File: src/rtl/wb_pkg.sv
// Shared types for the register-file writeback port arbiter.
// Holds the RF address width, data width and the queued result entry.
package wb_pkg;

  localparam int RF_ADDR_W = 5;
  localparam int WB_WIDTH  = 32;

  typedef struct packed {
    logic [RF_ADDR_W-1:0] rd;
    logic [WB_WIDTH-1:0]  data;
    logic                 kill;
  } wb_entry_t;

endpackage

File: src/rtl/wb_result_fifo.sv
// Small in-order FIFO of MDU results with a per-entry WAW kill port.
// Ports: clk/rst, push/push_rd/push_data, pop, kill/kill_rd, head, full, empty.
module wb_result_fifo
  import wb_pkg::*;
#(
  parameter int DEPTH = 2
) (
  input  logic                 clk,
  input  logic                 rst,
  input  logic                 push,
  input  logic [RF_ADDR_W-1:0] push_rd,
  input  logic [WB_WIDTH-1:0]  push_data,
  input  logic                 pop,
  input  logic                 kill,
  input  logic [RF_ADDR_W-1:0] kill_rd,
  output wb_entry_t            head,
  output logic                 full,
  output logic                 empty
);

  localparam int PTR_W = $clog2(DEPTH);

  wb_entry_t        mem [DEPTH];
  logic [DEPTH-1:0] vld;
  logic [PTR_W-1:0] wr_ptr;
  logic [PTR_W-1:0] rd_ptr;

  // Per-slot valid bits give occupancy directly.
  assign empty = ~|vld;
  assign full  = &vld;
  assign head  = mem[rd_ptr];

  always_ff @(posedge clk) begin
    if (rst) begin
      vld    <= '0;
      wr_ptr <= '0;
      rd_ptr <= '0;
    end else begin
      // Only entries stored before this edge can be killed;
      // the slot being written now is not valid yet.
      for (int i = 0; i < DEPTH; i++) begin
        if (kill && vld[i] && mem[i].rd == kill_rd) begin
          mem[i].kill <= 1'b1;
        end
      end
      if (pop) begin
        vld[rd_ptr] <= 1'b0;
        rd_ptr      <= rd_ptr + PTR_W'(1);
      end
      if (push) begin
        mem[wr_ptr] <= '{rd: push_rd, data: push_data, kill: 1'b0};
        vld[wr_ptr] <= 1'b1;
        wr_ptr      <= wr_ptr + PTR_W'(1);
      end
    end
  end

endmodule

File: src/rtl/wb_port_arbiter.sv
// Arbitrates the single RF write port between pipeline WB and queued MDU results.
// Ports: pipe_* request/ready, mdu_* request/ready, registered rf_* write, mdu_pending_out.
module wb_port_arbiter
  import wb_pkg::*;
#(
  parameter int WIDTH        = WB_WIDTH,
  parameter int DEPTH        = 2,
  parameter int STARVE_LIMIT = 4
) (
  input  logic             clk_in,
  input  logic             rst_in,
  input  logic             pipe_valid_in,
  output logic             pipe_ready_out,
  input  logic             pipe_sel_in,
  input  logic [4:0]       pipe_rd_in,
  input  logic [WIDTH-1:0] pipe_data_in,
  input  logic [WIDTH-1:0] pipe_alu_res_in,
  input  logic             mdu_valid_in,
  output logic             mdu_ready_out,
  input  logic [4:0]       mdu_rd_in,
  input  logic [WIDTH-1:0] mdu_res_in,
  output logic             rf_we_out,
  output logic [4:0]       rf_rd_out,
  output logic [WIDTH-1:0] rf_wdata_out,
  output logic             mdu_pending_out
);

  localparam int CNT_W = $clog2(STARVE_LIMIT + 1);

  wb_entry_t        head;
  logic             full;
  logic             empty;
  logic             starved;
  logic             head_win;
  logic             pipe_acc;
  logic             mdu_push;
  logic             kill;
  logic [WIDTH-1:0] pipe_wdata;
  logic [CNT_W-1:0] wait_cnt;

  // Head wins when the pipe is idle, the queue is full,
  // or the head has lost STARVE_LIMIT times in a row.
  assign starved  = (wait_cnt == CNT_W'(STARVE_LIMIT));
  assign head_win = !empty && (!pipe_valid_in || full || starved);
  assign pipe_acc = pipe_valid_in && !head_win;

  assign pipe_ready_out  = !head_win;
  assign mdu_ready_out   = !full;
  assign mdu_pending_out = !empty;

  assign mdu_push   = mdu_valid_in && !full;
  assign kill       = pipe_acc && (pipe_rd_in != '0);
  assign pipe_wdata = pipe_sel_in ? pipe_data_in : pipe_alu_res_in;

  wb_result_fifo #(
    .DEPTH(DEPTH)
  ) u_fifo (
    .clk      (clk_in),
    .rst      (rst_in),
    .push     (mdu_push),
    .push_rd  (mdu_rd_in),
    .push_data(mdu_res_in),
    .pop      (head_win),
    .kill     (kill),
    .kill_rd  (pipe_rd_in),
    .head     (head),
    .full     (full),
    .empty    (empty)
  );

  always_ff @(posedge clk_in) begin
    if (rst_in) begin
      wait_cnt     <= '0;
      rf_we_out    <= 1'b0;
      rf_rd_out    <= '0;
      rf_wdata_out <= '0;
    end else begin
      if (empty || head_win) begin
        wait_cnt <= '0;
      end else if (!starved) begin
        wait_cnt <= wait_cnt + CNT_W'(1);
      end

      // x0 and killed winners still consume the grant.
      if (head_win) begin
        rf_we_out    <= (head.rd != '0) && !head.kill;
        rf_rd_out    <= head.rd;
        rf_wdata_out <= head.data;
      end else if (pipe_acc) begin
        rf_we_out    <= (pipe_rd_in != '0);
        rf_rd_out    <= pipe_rd_in;
        rf_wdata_out <= pipe_wdata;
      end else begin
        rf_we_out <= 1'b0;
      end
    end
  end

endmodule
File: config.mk
export PLATFORM = sky130hd
export DESIGN_NAME = wb_port_arbiter
export DESIGN_NICKNAME = d
export VERILOG_FILES = /design/src/rtl/wb_pkg.sv /design/src/rtl/wb_result_fifo.sv /design/src/rtl/wb_port_arbiter.sv
export SDC_FILE = /design/constraint.sdc
export NUM_CORES = 1
export LEC_CHECK = 0
export ABC_AREA = 1
export CAP_MARGIN = 15
export CORE_MARGIN = 2
export CORE_UTILIZATION = 42
export CTS_BUF_LIST = sky130_fd_sc_hd__clkbuf_8
export CTS_CLUSTER_SIZE = 12
export DETAILED_ROUTE_END_ITERATION = 10
export PLACE_DENSITY_LB_ADDON = 0.15
export SYNTH_ARGS = -nofsm -noshare
export SYNTH_HDL_FRONTEND = slang
export SYNTH_SLANG_ARGS = --single-unit
File: constraint.sdc
create_clock -name clk_in -period 8.15 [get_ports clk_in]
set_input_delay 0.815 -clock clk_in [delete_from_list [all_inputs] [get_ports clk_in]]
set_output_delay 0.815 -clock clk_in [all_outputs]
set_load 0.005 [all_outputs]
==> images/gates.png <==
The bar under the picture is 20 um long.
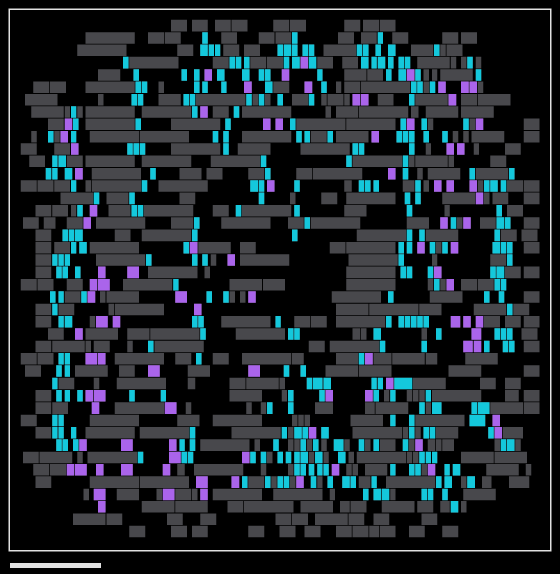
family	colour	cells	where
nand cells	cyan	310	all over the die
aoi and oai cells	purple	92	all over the die

==> images/pinout.png <==
Pins as bars across the die edge, other pins in grey.
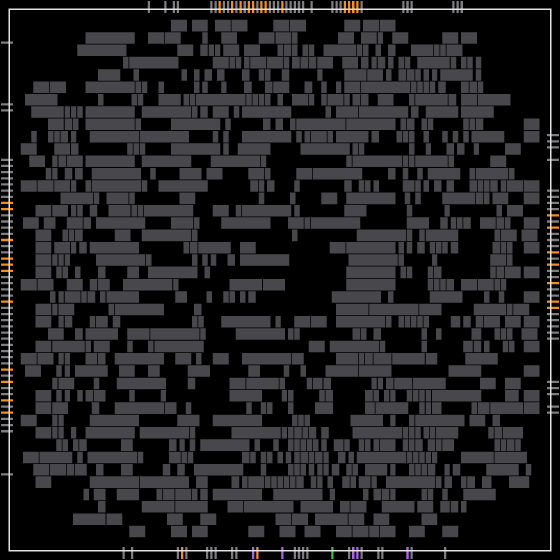
port	colour	pins	direction	edge
`pipe_ready_out`	green	1	output	south
`pipe_rd_in`	purple	5	input	south
`pipe_alu_res_in`	orange	32	input	12 north, 11 west, 7 east, 2 south
all pins by edge	49 west, 42 north, 34 east, 27 south

==> images/clock_nets.png <==
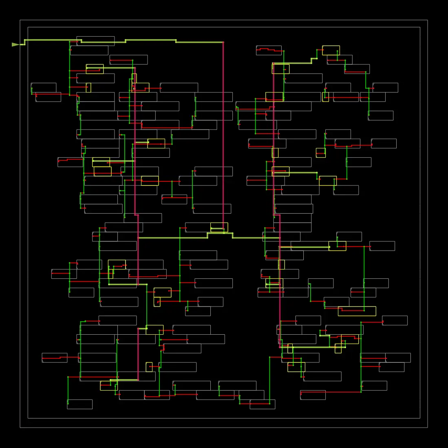
Num CTS Buffers: 17
Worst-Skew Late Latency: 0.45 ns
Clk. pwr: 0.484 mW
Flops: 122
# clk buffers: 20

==> impl_metrics.ini <==
; generated from flow reports
[status]
status = finished clean

[layout]
clkCellAreaFrac_pct = 4.75
final_cell_mix = 268 x nand2_1, 151 x clkdlybuf4s50_1, 78 x inv_1
fin_area_um2 = 7540
areaGrowthSynthToFinish_pct = 35.6
n_fill_cell = 1173
drive_above_1_share_pct = 5.35
reg_top3 = u_fifo.mem: 76 flops, rf_wdata_out: 32 flops, rf_rd_out: 5 flops
num-nonclk-buffers = 157
final_util_pct = 57.6
layoutNonFillerInstCount = 1000
top_register = u_fifo.mem
largest_reg_flops = 76
logic_area_um2 = 1910
seq_area_um2 = 3180
comb_share_pct = 25.4
dominant-cell-class = sequential cells
buffer_area_share_pct = 20.8
antenna_cells = 1
num-nonclk-inverters = 78
seq_share_pct = 42.2
lay_top_count = nand2_1
finalNetCount = 923
nMultiInputCombCells = 434

[cts]
cts_tree = built
cts_root_buf = clkbuf_8
postCtsHoldBufs = 0
post_cts_resized = 0
cts_setup_buffers = 0
cts_sinks = 122
clkTransAtPathRegs_ns = 0.07
cts.htree.levels = 4
clock_path_buffers = 2

[power]
cellPowerDensity_nw_per_um2 = 197
peakVddDrop_v = 0.0000965
total_power_mw = 1.49
p_leak_nw = 3.41

[route]
route.met3.wl_mm = 1.15
met2_length_mm = 6.60
wl_per_cell_um = 14.4
firstDrtPassIters = 4
vias = 4735
drt_iter0_drc = 370
via_per_inst = 4.74
maxUsedRoutingLayer = met4
drc = 0
ant_nets = 0

[logic_synthesis]
top_cells_by_area = edfxtp_1 40%, nand2_1 18%, dfxtp_1 17%
yosysUniqueCellTypes = 28
aoi_share_pct = 9.07
avgSynthCellArea_um2 = 8.32
synthesis.nets = 781
synth-xor-area-share_pct = 0.158
simple_gate_share_pct = 24.5
yosys_warnings = 0
synthTopLogicFamily = simple AND/OR/NAND/NOR gates
synthAdderAreaFrac_pct = 0.450
postSynthSeqShare_pct = 57.3
ys_sh_mux_pct = 0
synth_area_um2 = 5560
yosys_area_um2 = 5560
ys_ff = 122
largest_area_cell = edfxtp_1
synth_top_area_share_pct = 40.0
synth_cells = 668
ys_cells = 668

[placed_design]
post-place-ws_ns = 4.69
gp_congestion = 0.839
port_buffers = 151
placed_area_um2 = 7160
place_inst = 966
hpwl_mm = 9.56

[die]
die_h_um = 119
rows = 42
die_w_um = 119
nWellTaps = 176
initial_utilization_pct = 42.5
core_area_um2 = 13100
pin_count = 152
die_area_um2 = 14200

[critical_path]
endpoint = pipe_ready_out
r2r_end = rf_rd_out[4]
cp_max_fo = 4
crit_type = primary input to output pin
critPathCaptureType = output pin
crit_start = pipe_valid_in
worstPathArrival_ns = 2.23
r2r-start = wait_cnt[0]
worstPathRequired_ns = 7.34
rrSetupSlack_ns = 5.78
reg2reg_depth = 11
start_kind = primary input

[timing]
timing.slew.headroom_pct = 23.1
finalSetupViolations = 0
worst_pin_slew_ns = 1.15
fin_setup_tns_ns = 0
setup_slack_ns = 5.10
rsz0062_at_grt = false
max_freq_ghz = 0.328
finalCriticalPeriod_ns = 3.05
slew_violations = 0
hold_ws_ns = 0.457
fin_crit_sh_pct = 37.4
skew_ns = 0.00927
hold_viol_final = 0

[global_route]
gr-max-usage-layer = met2
grt_use_met1_pct = 26.3
met2_usage_pct = 33.2
first_global_vias = 4679
antenna_found_initial = 1
grt-ovfl-total = 0
grt_pass1_wl_mm = 22.8
met3_usage_pct = 6.85
grtUsageTotal_pct = 21.0
grt_max_degree = 72

[min_path]
min_path_cells = 1
worstHoldEndpoint = wait_cnt[0]
hp-class = flip-flop to flip-flop
worstHoldStart = wait_cnt[0]

[run]
drv_cap = 0
tool_warnings = 27
==> cell usage after synthesis (all sizes together) <==
master	n
nand3	37
a21boi	8
nand3b	1
edfxtp	74
nor3	1
nor2	23
a31oi	3
or2	5
ha	2
o21ai	67
o21bai	8
nand4	2
inv	78
dfxtp	48
xnor2	1
clkbuf	8
nand2	270
a21oi	6
buf	26
==> report_power, final <==
group          internal [mW]  switching (mW)  total [mW]
registers              0.698          0.0182       0.716
logic                  0.140           0.147       0.287
clock network          0.257           0.228       0.484
total                   1.09           0.393        1.49
==> critical path, stage by stage <==
cell	delay, ns
clkdlybuf4s50_1	0.61
nand3_2	0.17
nand2_2	0.11
clkdlybuf4s50_1	0.52
No activity file was given, so power comes from the tool's default toggle rates.
